File: config.mk
export PLATFORM = sky130hd
export DESIGN_NAME = wifi_rx_bpsk_demapper_flat
export DESIGN_NICKNAME = d
export VERILOG_FILES = /design/src/rtl/wifi_rx_pkg.sv /design/src/rtl/wifi_rx_bpsk_demapper_if.sv /design/src/rtl/wifi_rx_demap_fifo.sv /design/src/rtl/wifi_rx_bpsk_demapper.sv /design/src/flat_wrapper.sv
export SDC_FILE = /design/constraint.sdc
export NUM_CORES = 1
export LEC_CHECK = 0
export CAP_MARGIN = 20
export CORE_MARGIN = 2
export CORE_UTILIZATION = 35
export DETAILED_ROUTE_END_ITERATION = 8
export HOLD_SLACK_MARGIN = 0.05
export MAX_ROUTING_LAYER = met4
export PLACE_DENSITY_LB_ADDON = 0.1
export SYNTH_ARGS = -nofsm -noshare
export SYNTH_HDL_FRONTEND = slang
export SYNTH_SLANG_ARGS = --single-unit
File: constraint.sdc
create_clock -name clk -period 8.1 [get_ports clk]
set_input_delay 1.62 -clock clk [delete_from_list [all_inputs] [get_ports clk]]
set_output_delay 1.62 -clock clk [all_outputs]
set_load 0.01 [all_outputs]
File: src/rtl/wifi_rx_pkg.sv
// Shared definitions for the WIFI receive BPSK demapper.
//   BPSK_SYM_BITS : coded bits per OFDM symbol (48 data subcarriers)
//   SOFT_W        : soft-decision width carried when WIFI_RX_SOFT_OUT_EN is defined
//   SOFT_SHIFT    : arithmetic right shift applied to the I sample before saturation
//   wr_state_e    : write-side frame FSM states
//   sat_soft()    : shift-and-saturate helper producing the soft value
package wifi_rx_pkg;

  localparam int unsigned BPSK_SYM_BITS = 48;
  localparam int unsigned SOFT_W        = 4;
  localparam int unsigned SOFT_SHIFT    = 7;

  typedef enum logic {
    StIdle,
    StRecv
  } wr_state_e;

  // Arithmetic shift then clamp into the signed SOFT_W range.
  function automatic logic signed [SOFT_W-1:0] sat_soft(input logic signed [11:0] x);
    logic signed [11:0] sh;
    sh = x >>> SOFT_SHIFT;
    if (sh > 12'sd7) begin
      return 4'sd7;
    end else if (sh < -12'sd8) begin
      return -4'sd8;
    end else begin
      return sh[SOFT_W-1:0];
    end
  endfunction

endpackage

File: src/rtl/wifi_rx_bpsk_demapper_if.sv
// Sample-in / bit-out bundle of the BPSK demapper.
//   master : upstream/downstream environment (drives samples and re)
//   slave  : demapper view
// soft_out exists only when WIFI_RX_SOFT_OUT_EN is defined.
interface wifi_rx_bpsk_demapper_if;
  import wifi_rx_pkg::*;

  logic               valid_in;
  logic signed [11:0] data_in_re;
  logic signed [11:0] data_in_im;
  logic               last_in;
  logic               re;
  logic               data_out;
  logic               valid_out;
  logic               last_sym;
  logic               finished;
  logic               full;
  logic               empty;
  logic               overflow;
  logic               misalign;
  logic               busy;
`ifdef WIFI_RX_SOFT_OUT_EN
  logic signed [SOFT_W-1:0] soft_out;

  modport master (
    output valid_in, data_in_re, data_in_im, last_in, re,
    input  data_out, valid_out, last_sym, finished, full, empty, overflow, misalign, busy,
           soft_out
  );

  modport slave (
    input  valid_in, data_in_re, data_in_im, last_in, re,
    output data_out, valid_out, last_sym, finished, full, empty, overflow, misalign, busy,
           soft_out
  );
`else
  modport master (
    output valid_in, data_in_re, data_in_im, last_in, re,
    input  data_out, valid_out, last_sym, finished, full, empty, overflow, misalign, busy
  );

  modport slave (
    input  valid_in, data_in_re, data_in_im, last_in, re,
    output data_out, valid_out, last_sym, finished, full, empty, overflow, misalign, busy
  );
`endif

endinterface

File: src/rtl/wifi_rx_demap_fifo.sv
// Single-clock FIFO with a registered read port.
//   clk, reset        : clock, async active-low reset
//   wr_en, wr_data    : write request (dropped when full unless a read happens too)
//   rd_en             : read request (ignored when empty)
//   rd_data, rd_valid : registered read data, valid the cycle after an accepted read
//   full, empty       : registered status reflecting count after the current edge
//   count             : number of stored entries
module wifi_rx_demap_fifo #(
  parameter int unsigned WIDTH = 2,
  parameter int unsigned DEPTH = 64
) (
  input  logic                     clk,
  input  logic                     reset,
  input  logic                     wr_en,
  input  logic [WIDTH-1:0]         wr_data,
  input  logic                     rd_en,
  output logic [WIDTH-1:0]         rd_data,
  output logic                     rd_valid,
  output logic                     full,
  output logic                     empty,
  output logic [$clog2(DEPTH):0]   count
);

  localparam int unsigned AW = $clog2(DEPTH);

  logic [WIDTH-1:0] mem [DEPTH];
  logic [AW-1:0]    wptr_q, rptr_q;
  logic [AW:0]      count_q, count_d;
  logic             full_q, empty_q;
  logic [WIDTH-1:0] rd_data_q;
  logic             rd_valid_q;
  logic             rd_do, wr_do;

  assign rd_do = rd_en & ~empty_q;
  // A full FIFO still takes a write when a read frees the slot on the same edge.
  assign wr_do = wr_en & (~full_q | rd_do);

  always_comb begin
    count_d = count_q;
    unique case ({wr_do, rd_do})
      2'b10:   count_d = count_q + 1'b1;
      2'b01:   count_d = count_q - 1'b1;
      default: count_d = count_q;
    endcase
  end

  always_ff @(posedge clk or negedge reset) begin
    if (!reset) begin
      wptr_q     <= '0;
      rptr_q     <= '0;
      count_q    <= '0;
      full_q     <= 1'b0;
      empty_q    <= 1'b1;
      rd_data_q  <= '0;
      rd_valid_q <= 1'b0;
    end else begin
      if (wr_do) wptr_q <= wptr_q + 1'b1;
      if (rd_do) begin
        rptr_q    <= rptr_q + 1'b1;
        rd_data_q <= mem[rptr_q];
      end
      rd_valid_q <= rd_do;
      count_q    <= count_d;
      full_q     <= (count_d == (AW+1)'(DEPTH));
      empty_q    <= (count_d == '0);
    end
  end

  // Storage needs no reset; the pointers define what is valid.
  always_ff @(posedge clk) begin
    if (wr_do) mem[wptr_q] <= wr_data;
  end

  assign rd_data  = rd_data_q;
  assign rd_valid = rd_valid_q;
  assign full     = full_q;
  assign empty    = empty_q;
  assign count    = count_q;

endmodule

File: src/rtl/wifi_rx_bpsk_demapper.sv
// Receive BPSK demapper: hard decision on the I sample, buffered in a FIFO and
// released bit-serially under the re handshake.
//   clk, reset : clock, async active-low reset
//   bus        : wifi_rx_bpsk_demapper_if.slave (samples in, bits/flags out)
// Optional feature macro WIFI_RX_SOFT_OUT_EN adds a 4-bit saturated soft value
// that travels through the FIFO alongside each decision.
module wifi_rx_bpsk_demapper
  import wifi_rx_pkg::*;
#(
  parameter int unsigned FIFO_DEPTH = 64,
  parameter int unsigned SYM_BITS   = BPSK_SYM_BITS
) (
  input logic                    clk,
  input logic                    reset,
  wifi_rx_bpsk_demapper_if.slave bus
);

  localparam int unsigned AW   = $clog2(FIFO_DEPTH);
  localparam int unsigned CntW = (SYM_BITS > 1) ? $clog2(SYM_BITS) : 1;
  localparam logic [CntW-1:0] SymLast = CntW'(SYM_BITS - 1);
`ifdef WIFI_RX_SOFT_OUT_EN
  localparam int unsigned FifoW = 2 + SOFT_W;
`else
  localparam int unsigned FifoW = 2;
`endif

  // FIFO word layout: {last, bit[, soft]}
  logic [FifoW-1:0] wr_word, s1_data_q, rd_word;
  logic             s1_valid_q;
  logic             s1_last;
  logic             rd_acc, wr_acc;
  logic             fifo_full, fifo_empty, fifo_rd_valid;
  logic [AW:0]      fifo_count;
  wr_state_e        state_q, state_d;
  logic [CntW-1:0]  bit_cnt_q, bit_cnt_d;
  logic             overflow_q, misalign_q, finished_q;

`ifdef WIFI_RX_SOFT_OUT_EN
  assign wr_word = {bus.last_in, ~bus.data_in_re[11], sat_soft(bus.data_in_re)};
`else
  assign wr_word = {bus.last_in, ~bus.data_in_re[11]};
`endif

  assign s1_last = s1_data_q[FifoW-1];
  assign rd_acc  = bus.re & ~fifo_empty;
  assign wr_acc  = s1_valid_q & ((fifo_count < (AW+1)'(FIFO_DEPTH)) | rd_acc);

  always_comb begin
    state_d   = state_q;
    bit_cnt_d = bit_cnt_q;
    // A new non-final sample wins over the previous frame's last write landing.
    if (bus.valid_in && !bus.last_in) begin
      state_d = StRecv;
    end else if (wr_acc && s1_last) begin
      state_d = StIdle;
    end
    if (wr_acc) begin
      if (s1_last || bit_cnt_q == SymLast) begin
        bit_cnt_d = '0;
      end else begin
        bit_cnt_d = bit_cnt_q + 1'b1;
      end
    end
  end

  always_ff @(posedge clk or negedge reset) begin
    if (!reset) begin
      s1_valid_q <= 1'b0;
      s1_data_q  <= '0;
      state_q    <= StIdle;
      bit_cnt_q  <= '0;
      overflow_q <= 1'b0;
      misalign_q <= 1'b0;
      finished_q <= 1'b0;
    end else begin
      s1_valid_q <= bus.valid_in;
      if (bus.valid_in) s1_data_q <= wr_word;
      state_q    <= state_d;
      bit_cnt_q  <= bit_cnt_d;
      overflow_q <= overflow_q | (s1_valid_q & ~wr_acc);
      misalign_q <= misalign_q | (wr_acc & s1_last & (bit_cnt_q != SymLast));
      finished_q <= fifo_rd_valid & rd_word[FifoW-1];
    end
  end

  wifi_rx_demap_fifo #(
    .WIDTH (FifoW),
    .DEPTH (FIFO_DEPTH)
  ) u_fifo (
    .clk      (clk),
    .reset    (reset),
    .wr_en    (wr_acc),
    .wr_data  (s1_data_q),
    .rd_en    (rd_acc),
    .rd_data  (rd_word),
    .rd_valid (fifo_rd_valid),
    .full     (fifo_full),
    .empty    (fifo_empty),
    .count    (fifo_count)
  );

  assign bus.data_out  = rd_word[FifoW-2];
  assign bus.valid_out = fifo_rd_valid;
  assign bus.last_sym  = fifo_rd_valid & rd_word[FifoW-1];
  assign bus.finished  = finished_q;
  assign bus.full      = fifo_full;
  assign bus.empty     = fifo_empty;
  assign bus.overflow  = overflow_q;
  assign bus.misalign  = misalign_q;
  assign bus.busy      = (state_q == StRecv) | ~fifo_empty | s1_valid_q;
`ifdef WIFI_RX_SOFT_OUT_EN
  assign bus.soft_out  = rd_word[SOFT_W-1:0];
`endif

endmodule

File: src/flat_wrapper.sv
// flat-port wrapper written by rule: the top's interface ports become plain ports
module wifi_rx_bpsk_demapper_flat import wifi_rx_pkg::*;
#(
  parameter int unsigned FIFO_DEPTH = 64,
  parameter int unsigned SYM_BITS   = BPSK_SYM_BITS
)
  (clk, reset, bus_valid_in, bus_data_in_re, bus_data_in_im, bus_last_in, bus_re, bus_data_out, bus_valid_out, bus_last_sym, bus_finished, bus_full, bus_empty, bus_overflow, bus_misalign, bus_busy);
  wifi_rx_bpsk_demapper_if bus_i ();
  input logic clk;
  input logic reset;
  input wire logic [$bits(bus_i.valid_in)-1:0] bus_valid_in;
  input wire logic [$bits(bus_i.data_in_re)-1:0] bus_data_in_re;
  input wire logic [$bits(bus_i.data_in_im)-1:0] bus_data_in_im;
  input wire logic [$bits(bus_i.last_in)-1:0] bus_last_in;
  input wire logic [$bits(bus_i.re)-1:0] bus_re;
  output wire logic [$bits(bus_i.data_out)-1:0] bus_data_out;
  output wire logic [$bits(bus_i.valid_out)-1:0] bus_valid_out;
  output wire logic [$bits(bus_i.last_sym)-1:0] bus_last_sym;
  output wire logic [$bits(bus_i.finished)-1:0] bus_finished;
  output wire logic [$bits(bus_i.full)-1:0] bus_full;
  output wire logic [$bits(bus_i.empty)-1:0] bus_empty;
  output wire logic [$bits(bus_i.overflow)-1:0] bus_overflow;
  output wire logic [$bits(bus_i.misalign)-1:0] bus_misalign;
  output wire logic [$bits(bus_i.busy)-1:0] bus_busy;
  assign bus_i.valid_in = bus_valid_in;
  assign bus_i.data_in_re = bus_data_in_re;
  assign bus_i.data_in_im = bus_data_in_im;
  assign bus_i.last_in = bus_last_in;
  assign bus_i.re = bus_re;
  assign bus_data_out = bus_i.data_out;
  assign bus_valid_out = bus_i.valid_out;
  assign bus_last_sym = bus_i.last_sym;
  assign bus_finished = bus_i.finished;
  assign bus_full = bus_i.full;
  assign bus_empty = bus_i.empty;
  assign bus_overflow = bus_i.overflow;
  assign bus_misalign = bus_i.misalign;
  assign bus_busy = bus_i.busy;
  wifi_rx_bpsk_demapper #(.FIFO_DEPTH(FIFO_DEPTH), .SYM_BITS(SYM_BITS)) u_core (.clk(clk), .reset(reset), .bus(bus_i));
endmodule
**Run 1: sequential cells grouped by signal name**

The bar under the picture is 50 um long. Other sequential cells in the stronger grey, the rest of the logic in the fainter grey.
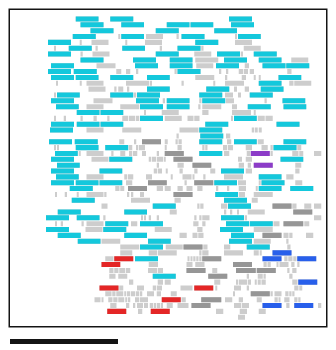
signal	colour	sequential cells
u_core.u_fifo.mem	cyan	128
u_core.bit_cnt_q	blue	6
u_core.u_fifo.rd_data	purple	2
u_core.u_fifo.count	red	7
final design utilization: 0.402
Seq group: 1.12 mW

**Run 1: logic cells by family**

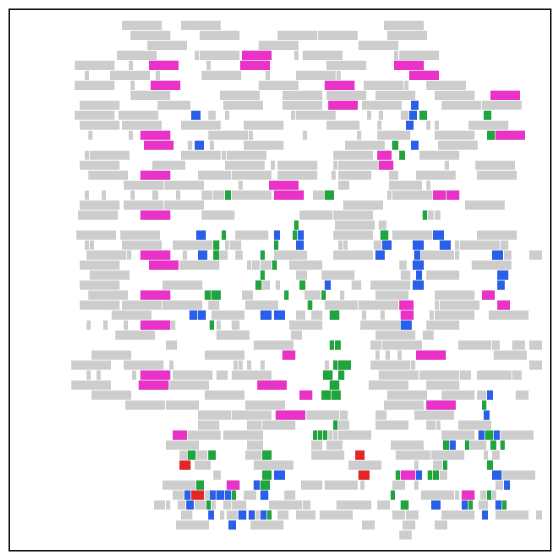
family	colour	cells
AND-OR and OR-AND gates	red	4
inverting AOI/OAI gates	blue	54
multiplexers	magenta	40
NAND gates	green	65
non-filler cells, final: 791
Comb area share: 0.272

**Run 1: track usage over the die**

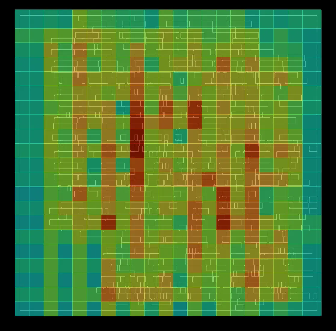
GR Util met1: 0.201
M2 GR Usage: 0.251
gr usage total: 0.155
Global Route met3 Usage: 0.0354

**Run 1: wiring by layer**

Two of the layers only.
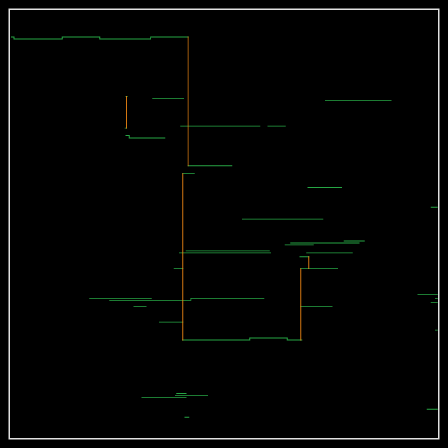
layer	colour	wire length
met3	green	522 um
met4	orange	141 um

==> impl_metrics.json, run 1 <==
{
  "yosysSeqAreaShare": 0.667,
  "largest_reg_flops": 128,
  "pin_count": 38,
  "worstSetupPathType": "input port to flop",
  "crit_path_end_kind": "flop",
  "cts-root-buf": "clkbuf_16",
  "hp-start": "u_core.bus.overflow",
  "r2r_cells": 13,
  "peakVddDrop_mv": 0.109,
  "adder_share": 0.0105,
  "dominantRegCellSynth": "edfxtp_1",
  "power_density_mw_per_mm2": 329,
  "whs_ns": 0.476,
  "wl_met2_um": 7540,
  "grt_max_degree": 68,
  "cts_sinks": 165,
  "clk_latency_ns": 0.42,
  "comb_cells": 299,
  "pg_clk_mw": 0.810,
  "edf_count": 128,
  "holdPathEnd": "u_core.bus.overflow",
  "worst_pin_slew_ns": 0.892,
  "crit_arrival_ns": 5.39,
  "netSwitchingPower_mw": 0.882,
  "yosys_warnings": 0,
  "power_mw": 2.67,
  "n_antenna_cell": 0,
  "rows": 52,
  "drv_slew": 0,
  "switching_share": 0.331,
  "crit_end": "u_core.u_fifo.empty",
  "die_y_um": 147,
  "yosys_cells": 501,
  "worst-path-buf-inv": 3,
  "crit_chain": "clkdlybuf4s50_1, nand2b_1, clkinv_1, o21a_1, inv_1, ha_1, xor2_1, ha_1, a21oi_1, xnor2_1, nor2_1, xor2_1, or3_1, nor4_1",
  "min_path_type": "flop to flop",
  "warning_count": 50,
  "crit_start": "bus_re",
  "status": "complete, no violations",
  "dp.cells": 759,
  "clockPowerShare": 0.304,
  "grt_pass1_wl_um": 24200,
  "setup_viol_count_final": 0,
  "max_cap_violations": 0,
  "cts-htree-levels": 4,
  "final.min_clock_period_ns": 5.07,
  "rsz0062_at_grt": "no",
  "largest_area_cell": "edfxtp_1",
  "netlist_area_sq_mm": 0.00715,
  "r2r_end": "u_core.u_fifo.empty"
}
run 1: cells in the final DEF, fill, tap and decap left out, types with 3 or more instances in the layout:
cell,count
a2111oi_0,6
mux4_2,26
nand2b_1,9
xnor2_1,11
buf_4,5
inv_1,5
or3_1,3
a22oi_1,4
ha_1,6
clkbuf_16,17
nor2_1,79
mux2i_1,9
o21ai_0,13
nand3b_1,10
clkdlybuf4s50_1,13
o22ai_1,6
edfxtp_1,128
clkinv_4,3
nor3_1,3
nand2_1,31
dfrtp_1,34
a31oi_1,7
a21oi_1,8
nor2b_1,7
inv_6,4
mux2_2,5
or2_2,4
and2_1,4
nand3_1,14
xor2_1,5
==> run 2: changes to the inputs <==
Clock period 8.1 ns to 4.85 ns, I/O delays scaled along.
**Run 2: wiring by layer**

Two of the layers only.
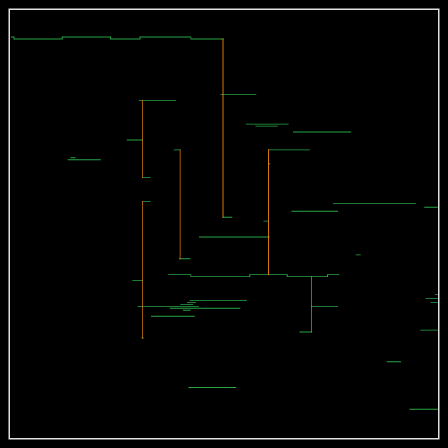
layer	colour	wire length
met3	green	471 um
met4	orange	234 um
DR vias: 4126
DRT Wirelength: 15900 um

**Run 2: M4 wires**

The bar under the picture is 50 um long.
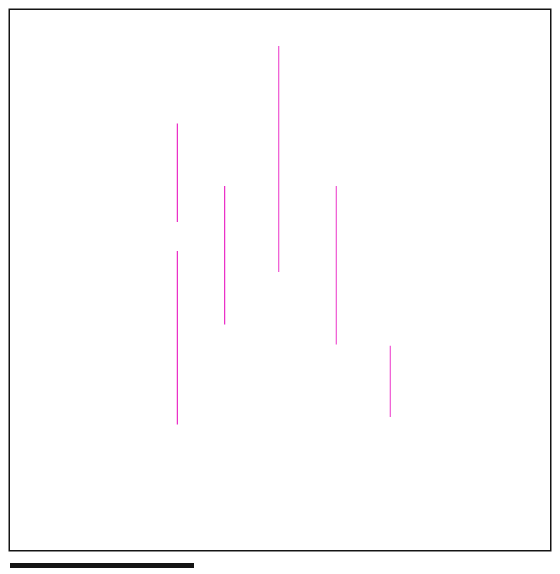
share of all routed wire	1.5%
longest straight run	61.2 um
nets with wire on the layer	3
main direction	vertical

**Run 2: logic cells by family**

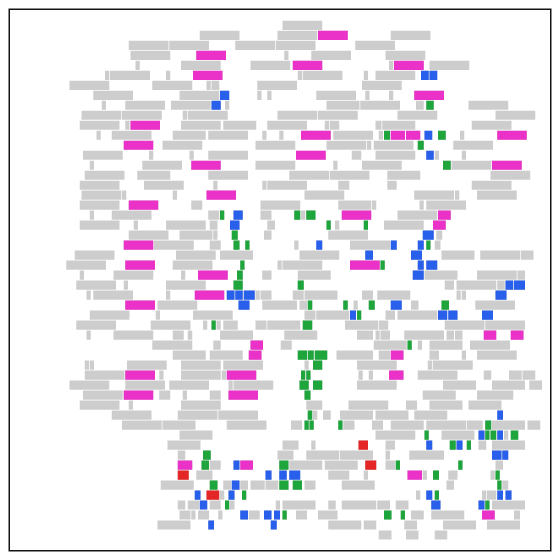
family	colour	cells
multiplexers	magenta	40
NAND gates	green	65
AND-OR and OR-AND gates	red	4
inverting AOI/OAI gates	blue	54

==> run 2 against run 1 <==
Compared with the run above:
- clock-buffer cell count unchanged
- core utilization up 0.47 points
- via count grew 2.3%
- largest cell class unchanged
- wire length grew 3.6%
- clock power up 74%
- final cell count is 0.63% higher
- largest power group unchanged
- flip-flop count unchanged
- sequential power rose by 71%
- highest routed layer unchanged
- combinational power is 67% higher
==> impl_metrics.json, run 2 <==
{
  "whs_ns": 0.480,
  "adder_share": 0.0105,
  "muxShareOfSynthArea": 0.102,
  "setup_viol_count_final": 0,
  "yosys_warnings": 0,
  "clk_latency_ns": 0.43,
  "async_flop_share": 0.224,
  "drv_slew": 0,
  "n_antenna_cell": 0,
  "peakVddDrop_mv": 0.195,
  "dp.cells": 762,
  "grtUsageTotal": 0.160,
  "finalHoldViolCount": 0,
  "fin_cells": 796,
  "max_cap_violations": 0,
  "grt_pass1_wl_um": 24900,
  "chipArea_sq_mm": 0.0216,
  "place_hpwl_um": 9680,
  "place_ws_ns": 0.809,
  "largest_area_cell": "edfxtp_1",
  "regMostFlops": "u_core.u_fifo.mem",
  "grt_max_degree": 68,
  "path_clk_slew_ns": 0.06,
  "gp_congestion": 0.717,
  "netSwitchingPower_mw": 1.50,
  "cts-root-buf": "clkbuf_16",
  "yosysSeqAreaShare": 0.667,
  "rsz0062_at_grt": "no",
  "syn_avg_cell_area_sq_um": 14.3,
  "synth_top_area_share": 0.537,
  "die_y_um": 147,
  "dominantRegCellSynth": "edfxtp_1",
  "fin_tns_setup_ns": 0,
  "ant_nets": 0,
  "relSlewSlack": 0.417,
  "power_density_mw_per_mm2": 556,
  "ctsHoldBuffers": 0,
  "pin_count": 38,
  "postCtsSetupBuffers": 0,
  "status": "complete, no violations",
  "largest_reg_flops": 128,
  "layout_top_cell": "edfxtp_1",
  "core-area_sq_mm": 0.0202,
  "switching_share": 0.329,
  "crit_chain": "clkdlybuf4s50_1, nand2b_1, clkinv_1, o21a_1, inv_1, ha_1, xor2_1, ha_1, a21oi_1, xnor2_1, nor2_1, xor2_1, or3_1, nor4b_2",
  "cts-htree-levels": 4,
  "clockPowerShare": 0.310,
  "cts_sinks": 165,
  "r2r-start": "u_core.u_fifo.empty",
  "crit_path_end_kind": "flop",
  "netlist_area_sq_mm": 0.00715,
  "hp-start": "u_core.bus.overflow",
  "start_kind": "input port",
  "crit_start": "bus_re",
  "simple_gate_share": 0.121,
  "crit_arrival_ns": 3.97,
  "final.min_clock_period_ns": 3.63,
  "pg_clk_mw": 1.41,
  "top_cells_by_area": "edfxtp_1 54%, dfrtp_1 13%, mux4_2 8.2%",
  "power_mw": 4.57,
  "warning_count": 50,
  "min_path_type": "flop to flop",
  "powerSeq_mw": 1.92,
  "worst-path-buf-inv": 3,
  "sequentialPowerShare": 0.421,
  "worst_pin_slew_ns": 0.874,
  "edf_count": 128,
  "rows": 52,
  "yosys_cells": 501,
  "cts.path.max_buffers": 2,
  "fin_util": 0.407,
  "final_cell_mix": "128 x edfxtp_1, 79 x nor2_1, 34 x dfrtp_1",
  "worstSetupPathType": "input port to flop",
  "cp_top_family": "simple AND/OR/NAND/NOR gates"
}
run 2: worst paths after layout:
path	end	slack, ns	depth (start not counted)
min reg2reg	u_core.bus.overflow	0.48	1
max in group asynchronous	u_core.u_fifo.rptr_q[0]	3.59	1
max reg2reg	u_core.u_fifo.full	1.60	13
min in group asynchronous	u_core.bus.misalign	0.66	1
min	u_core.bus.overflow	0.48	1
max	u_core.u_fifo.full	1.22	14
run 2: routing by layer:
layer	GRT usage	routed length (um)
met1	0.205	7400
met2	0.259	7770
met3	0.0292	470
met4	0.0505	233
met5	-	0
run 2: final cells by class:
class                      instances  area [sq um]
fill                            1892         12000
sequential                       165          4770
multi-input combinational        299          2210
clock buffer                      17           425
tap                              270           338
timing repair buffer              24           250
clock inverter                    15           190
inverter                           6          22.5
Power figures rest on the tool's default switching activity, not on a simulated workload.
